[config.mk]
export PLATFORM = sky130hd
export DESIGN_NAME = clock_controller
export DESIGN_NICKNAME = d
export VERILOG_FILES = /design/src/rtl/clock_controller.sv
export SDC_FILE = /design/constraint.sdc
export NUM_CORES = 1
export LEC_CHECK = 0
export CAP_MARGIN = 15
export CORE_AREA = 2 2 151 109
export DETAILED_ROUTE_END_ITERATION = 10
export DIE_AREA = 0 0 153 111
export GPL_TIMING_DRIVEN = 0
export MAX_ROUTING_LAYER = met4
export PLACE_DENSITY_LB_ADDON = 0.25
export SYNTH_ARGS = -nofsm -noshare
export SYNTH_HDL_FRONTEND = slang
export SYNTH_SLANG_ARGS = --single-unit
[constraint.sdc]
create_clock -name clk_in -period 4.4 [get_ports clk_in]
set_input_delay 0.88 -clock clk_in [delete_from_list [all_inputs] [get_ports clk_in]]
set_output_delay 0.88 -clock clk_in [all_outputs]
set_load 0.02 [all_outputs]
[src/rtl/clock_controller.sv]
// Programmable clock divider with run / halt / single-step control.
// Produces a registered divided square wave, a one-cycle enable pulse per
// completed period, and a count of those pulses. A new divide factor can be
// offered at any time; it is held as pending and applied only at a period
// boundary (or immediately while halted), so no period is ever truncated.
module clock_controller #(
  parameter logic [31:0] DEFAULT_FACTOR = 32'd500,
  parameter int unsigned TICK_W         = 16
) (
  input  logic              clk_in,
  input  logic              rst_n,
  input  logic              cfg_valid,
  input  logic [31:0]       cfg_factor,
  output logic              cfg_ready,
  input  logic              run,
  input  logic              halt,
  input  logic              step,
  output logic              clk_out,
  output logic              clk_en,
  output logic [1:0]        state,
  output logic [TICK_W-1:0] tick_count
);

  typedef enum logic [1:0] {
    StHalted = 2'b00,
    StRun    = 2'b01,
    StStep   = 2'b10
  } state_e;

  state_e              state_q;
  logic [31:0]         cnt_q;
  logic [31:0]         factor_q;
  logic [31:0]         pend_factor_q;
  logic                pend_valid_q;
  logic                halt_pend_q;
  logic                clk_out_q;
  logic                clk_en_q;
  logic [TICK_W-1:0]   tick_q;

  logic                counting;
  logic                wrap;
  logic                accept;
  logic [31:0]         cfg_clamped;
  logic                high_phase;

  // Period bookkeeping shared by the state register below.
  always_comb begin
    counting    = (state_q != StHalted);
    wrap        = counting && (cnt_q == (factor_q - 32'd1));
    accept      = cfg_valid && !pend_valid_q;
    // Factors below 2 cannot form a high and a low phase.
    cfg_clamped = (cfg_factor < 32'd2) ? 32'd2 : cfg_factor;
    high_phase  = (cnt_q < (factor_q >> 1));
  end

  // Control FSM, period counter, factor staging and registered outputs.
  always_ff @(posedge clk_in or negedge rst_n) begin
    if (!rst_n) begin
      state_q       <= StHalted;
      cnt_q         <= 32'd0;
      factor_q      <= DEFAULT_FACTOR;
      pend_factor_q <= 32'd0;
      pend_valid_q  <= 1'b0;
      halt_pend_q   <= 1'b0;
      clk_out_q     <= 1'b0;
      clk_en_q      <= 1'b0;
      tick_q        <= '0;
    end else begin
      // Pulse lands in the cycle after the wrap cycle.
      clk_en_q <= wrap;
      if (wrap) begin
        tick_q <= tick_q + {{(TICK_W-1){1'b0}}, 1'b1};
      end

      // Pending factor takes effect only on a period boundary or while idle.
      if (pend_valid_q && (wrap || (state_q == StHalted))) begin
        factor_q     <= pend_factor_q;
        pend_valid_q <= 1'b0;
      end else if (accept) begin
        pend_factor_q <= cfg_clamped;
        pend_valid_q  <= 1'b1;
      end

      unique case (state_q)
        StHalted: begin
          cnt_q       <= 32'd0;
          clk_out_q   <= 1'b0;
          halt_pend_q <= 1'b0;
          // halt outranks step, step outranks run.
          if (!halt) begin
            if (step) begin
              state_q <= StStep;
            end else if (run) begin
              state_q <= StRun;
            end
          end
        end
        StRun: begin
          clk_out_q <= high_phase;
          if (wrap) begin
            cnt_q       <= 32'd0;
            halt_pend_q <= 1'b0;
            if (halt_pend_q || halt) begin
              state_q <= StHalted;
            end
          end else begin
            cnt_q <= cnt_q + 32'd1;
            if (halt) begin
              halt_pend_q <= 1'b1;
            end
          end
        end
        StStep: begin
          clk_out_q <= high_phase;
          if (wrap) begin
            cnt_q   <= 32'd0;
            state_q <= StHalted;
          end else begin
            cnt_q <= cnt_q + 32'd1;
          end
        end
        default: begin
          state_q     <= StHalted;
          cnt_q       <= 32'd0;
          clk_out_q   <= 1'b0;
          halt_pend_q <= 1'b0;
        end
      endcase
    end
  end

  assign cfg_ready  = !pend_valid_q;
  assign clk_out    = clk_out_q;
  assign clk_en     = clk_en_q;
  assign state      = state_q;
  assign tick_count = tick_q;

endmodule

run_1/floorplan.png
The bar under the picture is 50 um long. Pins as bars on the die edge.
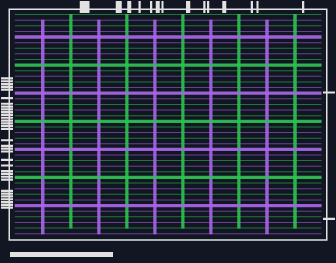
- VSS: purple
- VDD: green
- rows: 39
- signal pins: 59
- met5 straps: 7
- met1 rails: 40
- met4 straps: 10

run_1/class_map.png
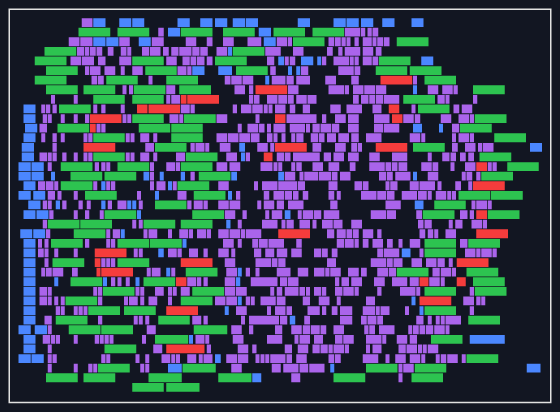
- remaining buffers and delay cells: blue (cells 110; share of their area 9.5%)
- registers: green (cells 118; share of their area 34%)
- remaining logic cells: purple (cells 717; share of their area 51%)
- clock drivers and dummy loads: red (cells 32; share of their area 6.3%)

run_1/clock_wires.png
The bar under the picture is 50 um long.
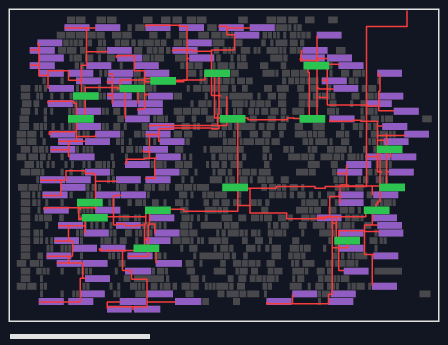
- clock wires: red (length 1690 um)
- clock-net drivers: green (count 17)
- flip-flops: purple (count 118)
- routed clock nets: 18
- flops lie: widely spread

==> impl_results.rst, run 1 <==
Run summary
-----------

.. list-table::
   :header-rows: 1

   * - Metric
     - Value
   * - Top achievable clock speed
     - 257 MHz
   * - Synthesis-to-finish area growth
     - 18.6%
   * - Critical Path End
     - factor_q[20]$_DFFE_PN0P_
   * - Via/cell ratio
     - 5.51
   * - Synthesized Nets
     - 960
   * - Endpoint class of the critical path
     - flip-flop
   * - Detailed placer's ending HPWL
     - 15000 um
   * - Clock period minus final worst setup slack
     - 3890 ps
   * - Count of final max-slew check failures
     - 0
   * - Cell area power density
     - 605 mW/mm^2
   * - CTS Buf Count
     - 17
   * - Data required time at the worst endpoint
     - 4680 ps
   * - Tally of buffers added on design ports
     - 58
   * - Number of buffers inserted by post-CTS setup repair
     - 0
   * - Class of the tightest hold or removal check
     - in -> async
   * - Crit path from
     - factor_q[0]$_DFFE_PN0P_
   * - Logic depth of the worst path, buffers included
     - 12
   * - Run status
     - complete, no violations
   * - Maximum net fanout on the critical path
     - 10
   * - Clock skew
     - 11.3 ps
   * - Cell count after synthesis
     - 886
   * - CTS root buf
     - clkbuf_16
   * - Ant. Diodes
     - 0
   * - Source-to-sink clock delay at the later pin of the worst-skew pair
     - 430 ps
   * - Largest net degree at the start of global routing
     - 78
   * - Detail-routed net length per standard cell
     - 16.5 um
   * - Global-route wire length before repair
     - 32400 um
   * - Hold Vio Cnt, Final
     - 0
   * - Critical path launch point type
     - flip-flop
   * - Antenna violations before repair
     - 0
   * - Arrival time at the worst endpoint
     - 4170 ps
   * - Register-to-register setup slack
     - 510 ps
   * - Commonest cells after routing, fill and taps aside
     - 181 x nand2_1, 112 x dfrtp_1, 64 x nor2_1
   * - Count of buffer and inverter cells on the critical path
     - 3
   * - Count of max-cap constraint violations
     - 0
   * - Share of the core filled with cells
     - 57.7%
   * - Worst slew margin
     - 61.2%
   * - Initial drt markers
     - 532
   * - Leakage component of the power
     - 4.12 nW
   * - Number of cell instances on the worst register-to-register path
     - 12
   * - Share of post-route cells with drive strength above 1
     - 8.29%
   * - Clock-pin transition on the worst setup and hold timing paths
     - 60 ps
   * - Worst Path Class, Setup
     - reg -> reg
   * - Cell count in the Yosys report
     - 886
   * - Clock tree from TritonCTS
     - yes
   * - Fin worst setup slack
     - 508 ps
   * - Commonest Layout Cell
     - nand2_1
   * - Critical path, cell by cell
     - inv_1 -> ha_1 -> or4b_2 -> nor3_1 -> nand4_1 -> xnor2_1 -> nor3b_1 -> and4_1 -> buf_2 -> a21oi_2 -> clkbuf_1 -> o211ai_1
   * - Total wirelength of the detailed-routed design
     - 19500 um
   * - Sinks on Clock Net
     - 118
   * - Synth cell types
     - 66
   * - RSZ-0062 raised after global routing
     - no
   * - Number of standard-cell rows in the floorplan
     - 39
   * - CTS H-tree depth
     - 4
   * - Top_reg_cell synth
     - dfrtp_1
   * - Final #Nets
     - 1038
   * - Area leader, netlist
     - dfrtp_1
   * - Final weighted congestion in routability-driven placement
     - 0.878
   * - Clock tree buffer depth
     - 2
run 1: logic make-up after synthesis:
family	Yosys count	share of synthesized area (%)
buffers and inverters	97	5.29
muxes	6	0.832
DFF	118	38.6
xor gates and xnor gates	80	9.14
and+or+nand+nor	404	26.2
AOI/OAI and AO/OA	145	14.0
adders and majority gates	36	5.88
run 1: area by class of cell:
class	instances	area, um^2	area share, %
buffer	51	233	2.56
clock buffer	18	429	4.72
clock inverter	14	129	1.42
inverter	46	173	1.90
multi-input combinational	671	4300	47.3
sequential	118	2960	32.6
tap	205	256	2.82
timing repair buffer	59	609	6.70
run 1: cell usage after synthesis (all sizes together) (8+ instances only):
library cell	instances
nor2	64
dfrtp	112
nand4	27
nor3	37
nand2	181
a211o	32
xor2	41
nand3	26
o211ai	34
xnor2	39
ha	36
nor4	15
a21o	16
or3	8
a21oi	13
clkbuf	35
and4	9
o21ai	20
and3	8
inv	45
buf	16
run 1: power by group:
group / switching [W] / leakage [nW] / total [W] / internal, W
combinational: 0.00145 / 2.36 / 0.00236 / 0.000912
sequential: 0.000372 / 1.50 / 0.00182 / 0.00145
clock: 0.000537 / 0.267 / 0.00132 / 0.000780
total: 0.00235 / 4.12 / 0.00550 / 0.00314
run 1: through the flow:
step | std cells | area (um^2) | total power (W) | hold WS, ps
2_1_floorplan | 886 | 7670 | 0.00343 | 446
3_3_place_gp | 1149 | 8500 | 0.00408 | 460
3_5_place_dp | 1150 | 8530 | 0.00414 | 463
4_1_cts | 1182 | 9090 | 0.00549 | 377
5_1_grt | 1182 | 9090 | 0.00590 | 387
6_report | 1182 | 9090 | 0.00550 | 364
run 1: layer usage:
layer  up-vias  routed length [um]  track usage, %
li1       3281                   -               -
met1      3006               10400            38.8
met2       219                7720            32.8
met3         7                1310            5.28
met4         0                 106            5.25
met5         -                   0               -
run_1/clock_nets.png
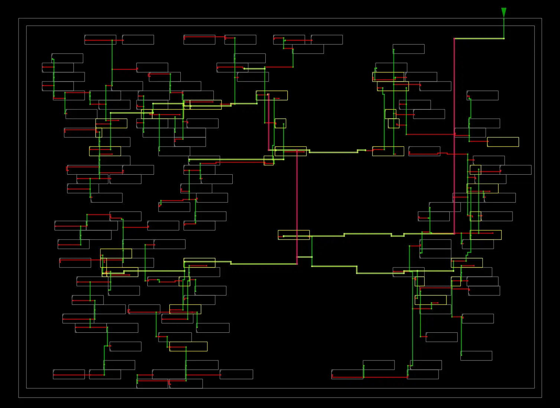

--- run 2 (diff from run 1) ---
Settings changed: RECOVER_POWER from default to 25.
run_2/clock_nets.png
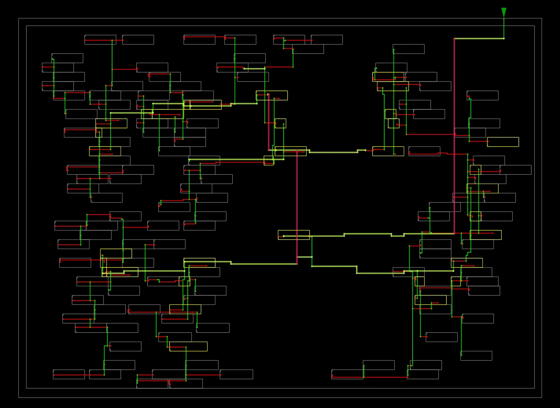
clock group power: 0.00132 W
clock skew: 11.3 ps

==> impl_results.rst, run 2 <==
Run summary
-----------

.. list-table::
   :header-rows: 1

   * - Metric
     - Value
   * - Antenna violations before repair
     - 0 (unchanged)
   * - Busiest metal layer after global routing
     - met1
   * - Leakage component of the power
     - 4.12 nW (-0.12%)
   * - Hold Vio Cnt, Final
     - 0 (unchanged)
   * - Power of the combinational group
     - 0.00236 W (about the same)
   * - Clock-pin transition on the worst setup and hold timing paths
     - 60 ps (about the same)
   * - Final #Nets
     - 1038 (unchanged)
   * - Source-to-sink clock delay at the later pin of the worst-skew pair
     - 430 ps (about the same)
   * - Final instance count without filler cells
     - 1182 (unchanged)
   * - Synthesis-to-finish area growth
     - 18.5% (about the same)
   * - Ant. Diodes
     - 0 (unchanged)
   * - Largest net degree at the start of global routing
     - 78 (unchanged)
   * - Violations in the final reports
     - capacitance limit, slew limit
   * - Endpoint class of the critical path
     - flip-flop
   * - Cell count after synthesis
     - 886 (unchanged)
   * - CTS H-tree depth
     - 4 (unchanged)
   * - RSZ-0062 raised after global routing
     - no
   * - Number of buffers inserted by post-CTS setup repair
     - 0 (unchanged)
   * - Class of the tightest hold or removal check
     - reg -> reg
   * - Sw power
     - 0.00235 W (about the same)
   * - Area leader, netlist
     - dfrtp_1
   * - Power share of the clock group
     - 23.9% (about the same)
   * - CTS root buf
     - clkbuf_16
   * - Tally of buffers added on design ports
     - 58 (unchanged)
   * - Number of standard-cell rows in the floorplan
     - 39 (unchanged)
   * - Commonest cells after routing, fill and taps aside
     - 181 x nand2_1, 112 x dfrtp_1, 64 x nor2_1
   * - Clock tree buffer depth
     - 2 (unchanged)
   * - Synth cell types
     - 66 (unchanged)
   * - Count of buffer and inverter cells on the critical path
     - 3 (unchanged)
   * - Share of post-route cells with drive strength above 1
     - 8.19% (-0.10 points)
   * - Clock period minus final worst setup slack
     - 3890 ps (unchanged)
   * - Commonest Layout Cell
     - nand2_1
   * - GRT met1 Usage
     - 38.8% (unchanged)
   * - GR Layer Usage met2
     - 32.8% (unchanged)
   * - Initial drt markers
     - 532 (unchanged)
   * - Via/cell ratio
     - 5.51 (unchanged)
   * - Met3 Track Usage GR
     - 5.28% (unchanged)
   * - Most used standard cells in the synthesized netlist
     - 181 x nand2_1, 112 x dfrtp_1, 64 x nor2_1
   * - Arrival time at the worst endpoint
     - 4170 ps (about the same)
   * - Combinational power share
     - 42.9% (about the same)
   * - Sinks on Clock Net
     - 118 (unchanged)
   * - Top_reg_cell synth
     - dfrtp_1
   * - Detail-routed net length per standard cell
     - 16.5 um (about the same)
   * - Tightest hold margin
     - 472 ps (+107 ps)
   * - Detailed placer's ending HPWL
     - 15000 um (unchanged)
   * - Cell with the most instances after synthesis
     - nand2_1
   * - Synthesized Nets
     - 960 (unchanged)
   * - Run status
     - finished with violations
   * - Count of max-cap constraint violations
     - 1 (+1)
   * - Clock tree from TritonCTS
     - yes
   * - Critical path, cell by cell
     - inv_1 -> ha_1 -> or4b_2 -> nor3_1 -> nand4_1 -> xnor2_1 -> nor3b_1 -> and4_1 -> buf_2 -> a21oi_2 -> clkbuf_1 -> o211ai_1
   * - Maximum net fanout on the critical path
     - 10 (unchanged)
   * - Count of final max-slew check failures
     - 42 (+42)
run_2/clock_wires.png
The bar under the picture is 50 um long.
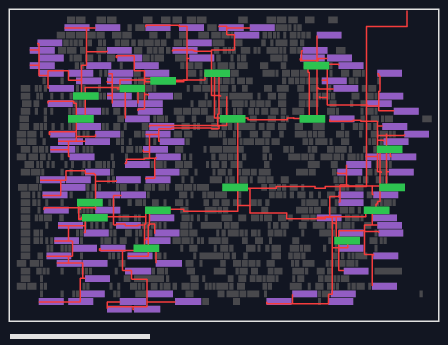
- clock-net drivers: green (count 17)
- flip-flops: purple (count 118)
- clock wires: red (length 1690 um)
- routed clock nets: 18

-- run 2: cell count changes in the layout (fill, tap and decap cells not counted), sizes merged --
cell,previous run,this run
buf,18,17
clkbuf,53,54
-- run 2: cell families (layout without fill, tap and decap cells) --
family	after synthesis	count (layout)	synth area share, %
buf+inv	97	188	5.29
xor+xnor	80	80	9.14
flops	118	118	38.6
mux	6	6	0.832
fa+ha+maj	36	36	5.88
simple gates	404	404	26.2
compound gates	145	145	14.0
-- run 2: metrics by stage --
step,instance area (um^2),total power (W)
after floorplan,7670,0.00343
after global placement,8500,0.00408
after detailed placement,8530,0.00414
after CTS,9090,0.00549
after global routing,9080,0.00590
final,9080,0.00550
-- run 2: final timing paths --
path                                               from                            to  slack, ps  cells past startpoint
max in group asynchronous                         rst_n          state[1]$_DFFE_PN0P_       1890                      1
setup reg to reg                factor_q[0]$_DFFE_PN0P_      factor_q[20]$_DFFE_PN0P_        510                     12
min in group asynchronous                         rst_n            cnt_q[4]$_DFF_PN0_       1160                      1
hold reg to reg            pend_factor_q[6]$_DFFE_PN0P_  pend_factor_q[6]$_DFFE_PN0P_        470                      2
setup / recovery                factor_q[0]$_DFFE_PN0P_      factor_q[20]$_DFFE_PN0P_        510                     12
hold / removal             pend_factor_q[6]$_DFFE_PN0P_  pend_factor_q[6]$_DFFE_PN0P_        470                      2
-- run 2: per-layer routing --
layer / wire (um) / part of all wire, %
met1: 10400 / 53
met2: 7720 / 39
met3: 1310 / 6.7
met4: 106 / 0.54
met5: 0 / 0
-- run 2: cell type report --
type                    count  area [um^2]  share of cell area [%]
clock buffers              18          429                    4.73
multi-input cells         671         4300                    47.3
inverters                  46          173                    1.90
repair buffers             59          602                    6.63
plain buffers              51          233                    2.56
flip-flops and latches    118         2960                    32.6
well taps                 205          256                    2.82
clock inverters            14          129                    1.42
run_2/layers.png
The bar under the picture is 50 um long.
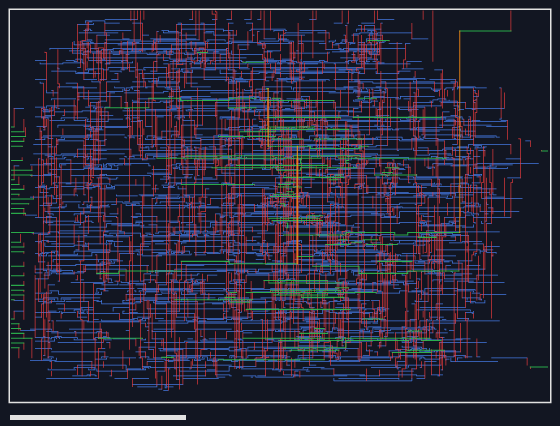

--- run 3 (diff from run 2) ---
Settings changed: ABC_AREA from default to 1, CORE_AREA 2 2 151 109 to 2 2 156 112, CTS_CLUSTER_SIZE from default to 28, DIE_AREA 0 0 153 111 to 0 0 158 114.
run_3/layers.png
The bar under the picture is 50 um long.
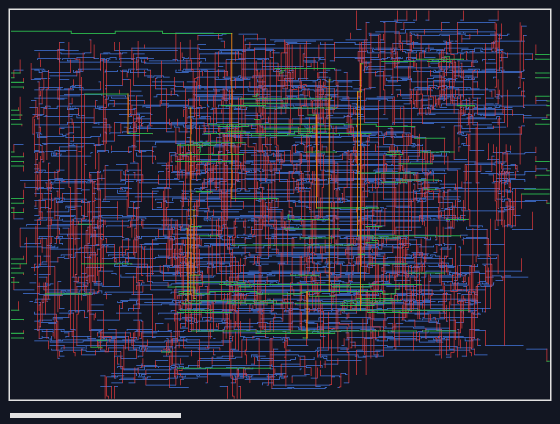
- M3: green (wire length 1400 um)
- M2: red (wire length 8870 um)
- M1: blue (wire length 10900 um)
- M4: orange (wire length 378 um)

run_3/class_map.png
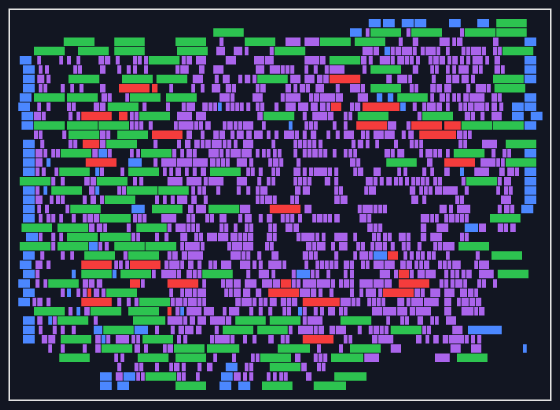
- clock drivers and dummy loads: red (cells 31; share of their area 6.5%)
- remaining logic cells: purple (cells 999; share of their area 54%)
- remaining buffers and delay cells: blue (cells 87; share of their area 8.2%)
- registers: green (cells 118; share of their area 32%)

==> impl_results.rst, run 3 <==
Run summary
-----------

.. list-table::
   :header-rows: 1

   * - Metric
     - Value
   * - Clock tree buffer depth
     - 2 (unchanged)
   * - Clock skew
     - 10.7 ps (-0.639 ps)
   * - Number of cell instances on the worst register-to-register path
     - 11 (-1)
   * - Source-to-sink clock delay at the later pin of the worst-skew pair
     - 420 ps (about the same)
   * - Violations in the final reports
     - capacitance limit, slew limit
   * - Cell Area, Placed
     - 0.00902 mm^2 (+5.7%)
   * - Count of max-cap constraint violations
     - 1 (unchanged)
   * - Power of the combinational group
     - 0.00247 W (+5%)
   * - Combinational power share
     - 43.6% (+0.7 points)
   * - Design Area, Final
     - 0.00962 mm^2 (+5.9%)
   * - Largest net degree at the start of global routing
     - 84 (+7.7%)
   * - Reg area
     - 0.00296 mm^2 (unchanged)
   * - Clock group power
     - 0.00143 W (+8%)
   * - Clock-pin transition on the worst setup and hold timing paths
     - 60 ps (about the same)
   * - Synthesized Nets
     - 1219 (+27%)
   * - Final #Nets
     - 1297 (+25%)
   * - Area leader, netlist
     - dfrtp_1
   * - Sinks on Clock Net
     - 118 (unchanged)
   * - Ant. Diodes
     - 0 (unchanged)
   * - GRT met1 Usage
     - 38.4% (-0.39 points)
   * - Power consumption
     - 0.00566 W (+3.0%)
   * - Most used standard cells in the synthesized netlist
     - 365 x nand2_1, 156 x inv_1, 112 x dfrtp_1
   * - GR Layer Usage met2
     - 36.9% (+4.1 points)
   * - DR WL met3
     - 1400 um (+7.4%)
   * - Count of final max-slew check failures
     - 36 (-14%)
   * - Met2 wire length
     - 8870 um (+15%)
   * - Top layer used by detailed routing
     - met4
   * - Sw power
     - 0.00248 W (+5.5%)
   * - Worst reg2reg path endpoint
     - cnt_q[26]$_DFF_PN0_
   * - Met3 Track Usage GR
     - 5.17% (-0.11 points)
   * - Cell count after synthesis
     - 1145 (+29%)
   * - Run status
     - finished with violations
   * - Synth cell types
     - 37 (-44%)
   * - Tally of buffers added on design ports
     - 58 (unchanged)
   * - Critical Path End
     - cnt_q[26]$_DFF_PN0_
   * - Initial drt markers
     - 541 (+1.7%)
   * - Count of buffer and inverter cells on the critical path
     - 2 (-1)
   * - RR Startpoint
     - cnt_q[0]$_DFF_PN0_
   * - Detail-routed net length per standard cell
     - 14.7 um (-11%)
   * - Share of post-route cells with drive strength above 1
     - 7.45% (-0.74 points)
   * - Detailed placer's ending HPWL
     - 17000 um (+13%)
   * - Crit path from
     - cnt_q[0]$_DFF_PN0_
[run 3: stage by stage]
step / instances / TNS, ps / utilization (%)
3_5_place_dp: 1435 / 0 / 53.9
2_1_floorplan: 1145 / 0 / -
6_report: 1466 / 0 / 57.5
5_1_grt: 1466 / 0 / 57.5
3_3_place_gp: 1434 / -259780 / 53.8
4_1_cts: 1466 / 0 / 57.6
[run 3: worst min-delay path by stage]
stage / slack [ps] / from / cells after the start / end
CTS: 360 / rst_n / 1 / tick_count[5]$_DFFE_PN0P_
detailed placement: 460 / factor_q[1]$_DFFE_PN0P_ / 2 / factor_q[1]$_DFFE_PN0P_
finish: 470 / factor_q[1]$_DFFE_PN0P_ / 2 / factor_q[1]$_DFFE_PN0P_
global placement: 460 / factor_q[1]$_DFFE_PN0P_ / 2 / factor_q[1]$_DFFE_PN0P_
floorplan: 440 / factor_q[1]$_DFFE_PN0P_ / 2 / factor_q[1]$_DFFE_PN0P_
global route: 500 / pend_factor_q[26]$_DFFE_PN0P_ / 2 / pend_factor_q[26]$_DFFE_PN0P_
[run 3: kinds of logic (layout without fill, tap and decap cells)]
family | Yosys count | after routing | share of synthesized area (%)
AND-OR/OR-AND | 67 | 67 | 4.62
flip-flops | 118 | 118 | 36.5
adder cells (fa/ha/maj) | 36 | 36 | 5.55
AND/OR/NAND/NOR | 655 | 655 | 35.8
buffers and inverters | 198 | 288 | 9.91
XOR/XNOR | 71 | 71 | 7.66
[run 3: tightest hold or removal path: cells and delay by family, from the launching register on]
family | cells | cell delay [ps]
flip-flops | 1 | 340
AND/OR/NAND/NOR | 2 | 110
[run 3: final cells by class]
type	instances	share of cell area [%]
plain buffers	28	1.73
repair buffers	59	6.26
inverters	170	6.64
well taps	231	3.01
flip-flops and latches	118	30.8
multi-input cells	829	45.3
clock buffers	21	4.79
clock inverters	10	1.52
Power is estimated from default activity; no workload was simulated.
